File: config.mk
export PLATFORM = sky130hd
export DESIGN_NAME = ring_stop
export DESIGN_NICKNAME = d
export VERILOG_FILES = /design/src/rtl/ring_stop_pkg.sv /design/src/rtl/ring_msg_tracker.sv /design/src/rtl/ring_stop.sv
export SDC_FILE = /design/constraint.sdc
export NUM_CORES = 1
export LEC_CHECK = 0
export CAP_MARGIN = 30
export CORE_ASPECT_RATIO = 1.5
export CORE_MARGIN = 5
export CORE_UTILIZATION = 41
export DETAILED_ROUTE_END_ITERATION = 8
export HOLD_SLACK_MARGIN = 0.03
export MAX_ROUTING_LAYER = met4
export PLACE_DENSITY = 0.86
export SYNTH_ARGS = -nofsm -noshare
export SYNTH_HDL_FRONTEND = slang
export SYNTH_HIERARCHICAL = 1
export SYNTH_SLANG_ARGS = --single-unit
File: constraint.sdc
create_clock -name clock -period 5.85 [get_ports clock]
set_clock_uncertainty 0.05 [all_clocks]
set_input_delay 0.585 -clock clock [delete_from_list [all_inputs] [get_ports clock]]
set_output_delay 0.585 -clock clock [all_outputs]
set_load 0.02 [all_outputs]
File: src/rtl/ring_stop_pkg.sv
// Shared ring definitions: slot types, header layout and ring stop states.
// Imported by the ring stop and the message tracker.
package ring_stop_pkg;

  localparam logic [3:0] SLOT_TOKEN   = 4'd1;
  localparam logic [3:0] SLOT_NULL    = 4'd7;
  localparam logic [3:0] SLOT_MESSAGE = 4'd8;

  localparam int DEST_LSB = 14;
  localparam int SRC_LSB  = 10;
  localparam int TYPE_LSB = 6;
  localparam int LEN_LSB  = 0;

  typedef enum logic [1:0] {
    ST_INIT = 2'd0,
    ST_PASS = 2'd1,
    ST_HOLD = 2'd2
  } stop_state_e;

  function automatic logic [3:0] hdrDest(input logic [31:0] w);
    return w[DEST_LSB +: 4];
  endfunction

  function automatic logic [3:0] hdrSrc(input logic [31:0] w);
    return w[SRC_LSB +: 4];
  endfunction

  function automatic logic [3:0] hdrType(input logic [31:0] w);
    return w[TYPE_LSB +: 4];
  endfunction

  function automatic logic [5:0] hdrLen(input logic [31:0] w);
    return w[LEN_LSB +: 6];
  endfunction

endpackage

File: src/rtl/ring_msg_tracker.sv
// Follows message boundaries on a slot stream and decides whether
// the current slot belongs to a message addressed to this core.
module ring_msg_tracker
  import ring_stop_pkg::*;
(
  input  logic       clock,
  input  logic       reset,
  input  logic [3:0] whichCore,
  input  logic [3:0] slotType,
  input  logic [3:0] source,
  input  logic [3:0] dest,
  input  logic [3:0] src,
  input  logic [5:0] len,
  output logic       isHeader,
  output logic       stripNow
);

  logic [5:0] inLen;
  logic       strip;
  logic       stripHdr;

  assign isHeader = (inLen == 6'd0) && (slotType == SLOT_MESSAGE);

  // Our own broadcast comes back with dest==src and our source tag.
  assign stripHdr = ((dest == whichCore) && (src != whichCore)) ||
                    ((dest == src) && (source == whichCore));

  assign stripNow = isHeader ? stripHdr :
                    ((inLen != 6'd0) && strip);

  always_ff @(posedge clock) begin
    if (reset) begin
      inLen <= 6'd0;
      strip <= 1'b0;
    end else if (isHeader) begin
      inLen <= len;
      strip <= stripHdr;
    end else if (inLen != 6'd0) begin
      inLen <= inLen - 6'd1;
    end
  end

endmodule

File: src/rtl/ring_stop.sv
// Ring stop: registers the slot stream, strips delivered messages
// and lends the circulating token to the Messenger.
module ring_stop
  import ring_stop_pkg::*;
#(
  parameter bit INIT_TOKEN = 1'b0
) (
  input  logic        clock,
  input  logic        reset,
  input  logic [3:0]  whichCore,
  input  logic [31:0] RingIn,
  input  logic [3:0]  SlotTypeIn,
  input  logic [3:0]  SourceIn,
  output logic [31:0] RingOut,
  output logic [3:0]  SlotTypeOut,
  output logic [3:0]  SourceOut,
  input  logic [31:0] msgrRingOut,
  input  logic [3:0]  msgrSlotTypeOut,
  input  logic [3:0]  msgrSourceOut,
  input  logic        msgrDriveRing,
  input  logic        msgrWantsToken,
  output logic        msgrAcquireToken,
  output logic        collision
);

  stop_state_e state, nxtState;
  logic [31:0] nxtData;
  logic [3:0]  nxtType;
  logic [3:0]  nxtSrc;
  logic        nxtColl;
  logic        isHeader;
  logic        stripNow;

  ring_msg_tracker tracker (
    .clock    (clock),
    .reset    (reset),
    .whichCore(whichCore),
    .slotType (SlotTypeIn),
    .source   (SourceIn),
    .dest     (hdrDest(RingIn)),
    .src      (hdrSrc(RingIn)),
    .len      (hdrLen(RingIn)),
    .isHeader (isHeader),
    .stripNow (stripNow)
  );

  always_comb begin
    nxtState         = state;
    nxtData          = RingIn;
    nxtType          = SlotTypeIn;
    nxtSrc           = SourceIn;
    nxtColl          = 1'b0;
    msgrAcquireToken = 1'b0;
    if (stripNow) begin
      nxtData = 32'd0;
      nxtType = SLOT_NULL;
      nxtSrc  = 4'd0;
    end
    unique case (state)
      ST_INIT: begin
        nxtState = ST_PASS;
        if (INIT_TOKEN) begin
          nxtData = 32'd0;
          nxtType = SLOT_TOKEN;
          nxtSrc  = whichCore;
        end
      end
      ST_PASS: begin
        if ((SlotTypeIn == SLOT_TOKEN) && msgrWantsToken && !reset) begin
          msgrAcquireToken = 1'b1;
          nxtData  = msgrRingOut;
          nxtType  = msgrSlotTypeOut;
          nxtSrc   = msgrSourceOut;
          nxtState = ST_HOLD;
        end
      end
      ST_HOLD: begin
        // Whatever arrives here is dropped; only Null is harmless.
        nxtColl = (SlotTypeIn == SLOT_MESSAGE) ||
                  (SlotTypeIn == SLOT_TOKEN);
        if (msgrDriveRing) begin
          nxtData = msgrRingOut;
          nxtType = msgrSlotTypeOut;
          nxtSrc  = msgrSourceOut;
        end else begin
          nxtData  = 32'd0;
          nxtType  = SLOT_TOKEN;
          nxtSrc   = whichCore;
          nxtState = ST_PASS;
        end
      end
      default: nxtState = ST_INIT;
    endcase
  end

  always_ff @(posedge clock) begin
    if (reset) begin
      state       <= ST_INIT;
      RingOut     <= 32'd0;
      SlotTypeOut <= SLOT_NULL;
      SourceOut   <= 4'd0;
      collision   <= 1'b0;
    end else begin
      state       <= nxtState;
      RingOut     <= nxtData;
      SlotTypeOut <= nxtType;
      SourceOut   <= nxtSrc;
      collision   <= nxtColl;
    end
  end

  logic unusedHdr;
  assign unusedHdr = isHeader;

endmodule

### Cell outlines without signal wires, run 1

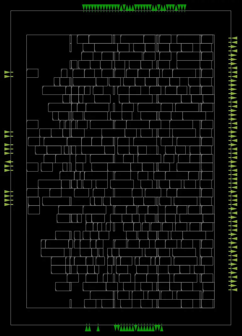
Seq cells: 50
standard-cell rows: 32
share of the core filled with cells in the final layout: 69.8%
number of non-filler instances in the completed layout: 406
number of inserted filler cells in the final layout: 409

### Sequential cells grouped by signal name, run 1

Bar = 20 um.
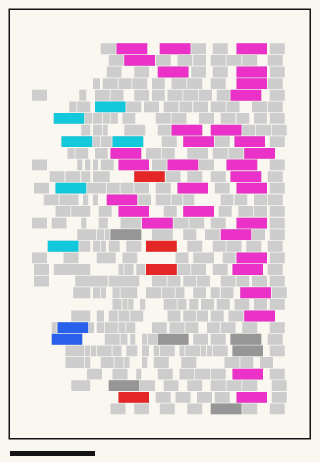
Key: blue = `state` [flops 2]; cyan = `tracker/inLen` [flops 6]; red = `SlotTypeOut` [flops 4]; magenta = `RingOut` [flops 32]
Another 6 sequential cells are not coloured.
sequential cell power: 0.409 mW
Sequential cell area: 1000 um^2
share of the final layout cell area in sequential cells: 27.5%

==> ds_physical_params.txt, run 1 <==
Physical design parameters

Parameter                              Value

Timing
  Achievable clock frequency    311 MHz
  Setup Viol. Count Final    0
  Worst-Margin Slew    0.735 ns
  Post-route clock period utilization    55.0%

Layout
  Inverter tally of the final layout excluding the clock network    8

Drt
  WL per Instance    17.0 um

Synthesis
  Dominant Register Cell    dfxtp_1
  Compound Share, Synth    25.8%
  Share of flip-flops with an asynchronous set or reset after synthesis    0%
  Syn avg cell area    10.6 um^2
  Largest logic family    AND-OR/OR-AND gates

Power
  Power spent charging and discharging nets    0.314 mW
  Proportion of power drawn by combinational gates    35.7%
  Design internal power    0.657 mW
  Sw Share    32.3%

Place
  Dpl ws    2.48 ns

Clock network
  Setup bufs post-CTS    0
  Later-pin clock latency in the skew report    0.30 ns

Global routing
  Overflow left after global routing    0
  Overall global routing resource usage    19.9%

Hold path
  Path class of the lowest-slack min-delay path    register to register

Worst setup path
  Worst reg2reg path startpoint    tracker/inLen[0]
  Critical path startpoint    reset
  Setup crit end kind    primary output
  Worst path bufs/invs    3
  Crit. path cell count    5

Run status
  Outcome    finished, final reports clean

Floorplan
  Die area    7030 um^2
  Tap Cells    68
### Cell area per tile, run 1

Bar = 20 um. The die is cut into 7 by 10 equal tiles; white is low, dark blue is high, 0 to 100% covered.
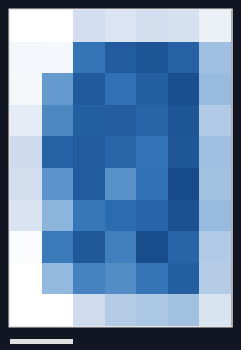
8.6% of the tiles are nearly empty. The fullest tile reaches 90%. The emptiest ninth of the die: top left. The densest ninth of the die: middle. 33% of the tiles are over 75% full.
Core Density at Floorplan: 42.7%
CORE AREA: 5200 um^2

run 1: worst min-delay path: stages, from the launching register on:
cell	delay, ns
dfxtp_1	0.34
nand2_1	0.07
a21oi_1	0.06
run 1: routing by layer:
metal / GRT usage [%] / part of all wire [%] / wire, um
met1: 20.9 / 37 / 2570
met2: 36.2 / 54 / 3710
met3: 5.01 / 7.2 / 499
met4: 6.05 / 1.9 / 131
met5: - / 0 / 0
run 1: cell families after synthesis:
logic type	Yosys count
fa+ha+maj	5
xor+xnor	18
simple gates	47
mux	5
compound gates	66
flops	50
buf+inv	18
run 1: synth_stat cells, types with 2 or more instances:
| cell | count | share of area, % |
|---|---|---|
| o21ai_0 | 3 | 0.68 |
| nand2_1 | 9 | 1.5 |
| mux2i_1 | 5 | 2.3 |
| xnor2_1 | 4 | 1.6 |
| a211oi_1 | 3 | 1.0 |
| or3_1 | 3 | 0.84 |
| a21oi_1 | 8 | 1.8 |
| a22o_1 | 32 | 13 |
| buf_2 | 3 | 0.68 |
| nor4_1 | 4 | 1.1 |
| ha_1 | 5 | 2.8 |
| buf_6 | 5 | 2.5 |
| a211oi_2 | 3 | 1.7 |
| dfxtp_1 | 50 | 45 |
| xor2_1 | 14 | 5.5 |
| a221o_1 | 6 | 2.7 |
| nand3_1 | 2 | 0.45 |
| nor2_1 | 12 | 2.0 |
| or2_2 | 2 | 0.56 |
| nand4_1 | 2 | 0.56 |
| inv_1 | 8 | 1.4 |
| nor3_1 | 4 | 0.90 |
run 1: stage by stage:
stage / cells / power (mW) / utilization (%)
after global routing: 406 / 1.02 / 69.8
final: 406 / 0.971 / 69.8
after global placement: 398 / 0.753 / 68.0
after CTS: 406 / 0.977 / 69.8
after detailed placement: 398 / 0.762 / 68.0
after floorplan: 209 / 0.626 / -
### Supply network, run 1

Bar = 20 um. Pins as bars on the die edge. Tap cells in grey.
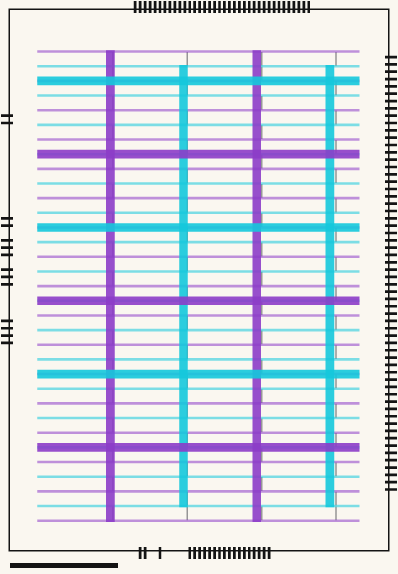

==> run 1 -> run 2 <==
--- a/config.mk
+++ b/config.mk
@@ -8,11 +8,11 @@
 export CAP_MARGIN = 30
 export CORE_ASPECT_RATIO = 1.5
 export CORE_MARGIN = 5
-export CORE_UTILIZATION = 41
+export CORE_UTILIZATION = 34
 export DETAILED_ROUTE_END_ITERATION = 8
 export HOLD_SLACK_MARGIN = 0.03
 export MAX_ROUTING_LAYER = met4
-export PLACE_DENSITY = 0.86
+export PLACE_DENSITY = 0.76
 export SYNTH_ARGS = -nofsm -noshare
 export SYNTH_HDL_FRONTEND = slang
 export SYNTH_HIERARCHICAL = 1
==> constraint.sdc (replaced) <==
create_clock -name clock -period 2.6 [get_ports clock]
set_clock_uncertainty 0.05 [all_clocks]
set_input_delay 0.26 -clock clock [delete_from_list [all_inputs] [get_ports clock]]
set_output_delay 0.26 -clock clock [all_outputs]
set_load 0.02 [all_outputs]
### Supply network, run 2

Bar = 20 um. Pins as bars on the die edge. Tap cells in grey.
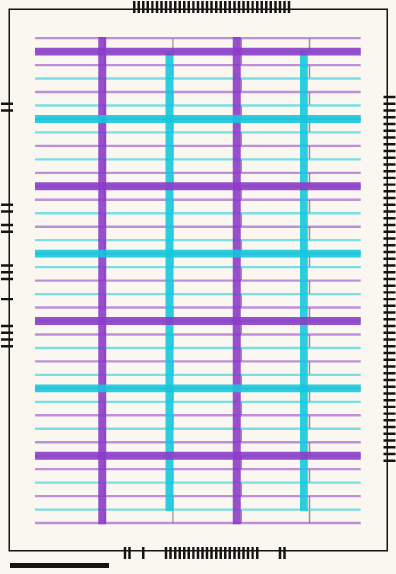
Key: purple = VSS; cyan = VDD
The core has 36 rows. 37 met1 rails follow the rows. 7 straps on met5.
die boundary width: 76.0 um
CORE AREA: 6440 um^2

### Cell outlines without signal wires, run 2

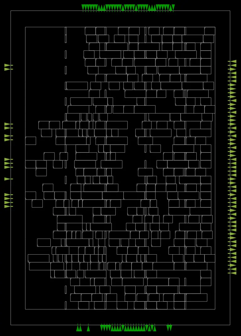
Tap Cells: 76
share of the final layout cell area in sequential cells: 26.8%
standard-cell rows: 36

==> run 2 against run 1 <==
  * Wire length increased by 1.6%
  * Hold slack got worse by 0.00091 ns
  * Clock power is 120% higher
  * Cell count rose by 4.2%
  * Core utilization decreased by 12 points
  * Global-route usage is 3.1 points lower
  * Setup slack got worse by 2.5 ns
  * Critical path depth is 3 higher
  * Sequential share of layout area down 0.76 points
  * Critical endpoint is now SourceOut[1]
  * Highest routed layer unchanged
==> ds_physical_params.txt, run 2 <==
Physical design parameters

Parameter                              Value

Timing
  Post-route clock period utilization    93.4%
  Achievable clock frequency    between 400 and 500 MHz
  Setup Viol. Count Final    0
  Worst-Margin Slew    0.555 ns

Synthesis
  Number of enable flip-flop cells    0
  Dominant Register Cell    dfxtp_1
  Post-synth seq share    between 40% and 50%
  Main area contributors    dfxtp_1, a22o_1, xor2_1
  Post-synth top cells    dfxtp_1, a22o_1, xor2_1
  Area leader, netlist    dfxtp_1
  Share of flip-flops with an asynchronous set or reset after synthesis    0%
  Number of distinct library cell variants in the gate-level netlist after synthesis    roughly 44
  Post-synth top area share    about 45%
  Syn avg cell area    10.6 um^2
  Count leader, synth    dfxtp_1

Run status
  Outcome    finished, final reports clean

Hold path
  Path class of the lowest-slack min-delay path    register to register

Place
  Placed insts    414
  Detailed-placement wirelength estimate    approximately 5.8 mm
  Dpl ws    -0.0663 ns

Floorplan
  Core Density at Floorplan    between 30 and 40%
  Die area    approximately 8300 um^2

Layout
  Share of final-layout standard cells stronger than drive strength 1    9.51%
  Share of the core filled with cells in the final layout    58.0%
  Number of non-filler instances in the completed layout    about 420

Drt
  Residual antenna-violating net count after detailed routing    0
  WL per Instance    16.6 um
  Number of DRC markers in iteration 0    109

Worst setup path
  Worst reg2reg path startpoint    tracker/inLen[0]
  Setup crit end kind    register
  Critical path startpoint    tracker/inLen[0]

Power
  Power consumption    2.24 mW

Global routing
  Overflow left after global routing    0
  Overall global routing resource usage    16.8%

Clock network
  Clock-pin transition on the worst setup and hold timing paths    0.10 ns
  Later-pin clock latency in the skew report    0.30 ns
[run 2: cell counts after synthesis]
Identical to the previous run, type by type.
[run 2: timing repair]
item,4_1_cts,5_1_grt
resized,0,2
setup endpoints to repair,0,37
buffers inserted,0,1
[run 2: layout make-up]
cell class / instances / area, um^2
Multi-Input combinational cell: 141 / 1130
Sequential cell: 50 / 1000
Clock inverter: 3 / 28.8
Tap cell: 76 / 95.1
Fill cell: 545 / 2700
Clock buffer: 5 / 68.8
Inverter: 8 / 30.0
Timing Repair Buffer: 140 / 1390
[run 2: worst max-delay path, stage by stage, from the launching register on]
cell and delay, ns:
dfxtp_1 0.35, inv_1 0.06, ha_1 0.16, or3b_4 0.40
or3_4 0.37, o31ai_4 0.34, a211oi_4 0.08, buf_4 0.16
a221o_1 0.34
[run 2: how the worst min path moves through the flow]
stage / startpoint / end / slack (ns)
after global placement: tracker/inLen[2] / tracker/inLen[2] / 0.42
final: tracker/inLen[2] / tracker/inLen[2] / 0.45
after CTS: tracker/inLen[2] / tracker/inLen[2] / 0.45
after detailed placement: tracker/inLen[2] / tracker/inLen[2] / 0.44
after floorplan: reset / tracker/inLen[1] / 0.27
after global routing: msgrRingOut[25] / RingOut[25] / 0.48
[run 2: logic make-up after synthesis]
group / share of synthesized area (%)
xor+xnor: 7.09
fa+ha+maj: 2.81
buf+inv: 4.95
compound gates: 25.8
flops: 45.0
simple gates: 12.0
mux: 2.25
[run 2: layer usage]
layer	GRT usage (%)	part of all wire, %
met1	18.2	39
met2	29.7	53
met4	7.76	2.9
met5	-	0
met3	2.73	5.8
[run 2: power by group]
part	leakage, nW	switching [mW]	internal (mW)	total [mW]
registers	0.414	0.0575	0.865	0.923
logic	0.979	0.384	0.454	0.838
clock network	0.0502	0.280	0.200	0.480
Power and IR drop assume default switching activity.
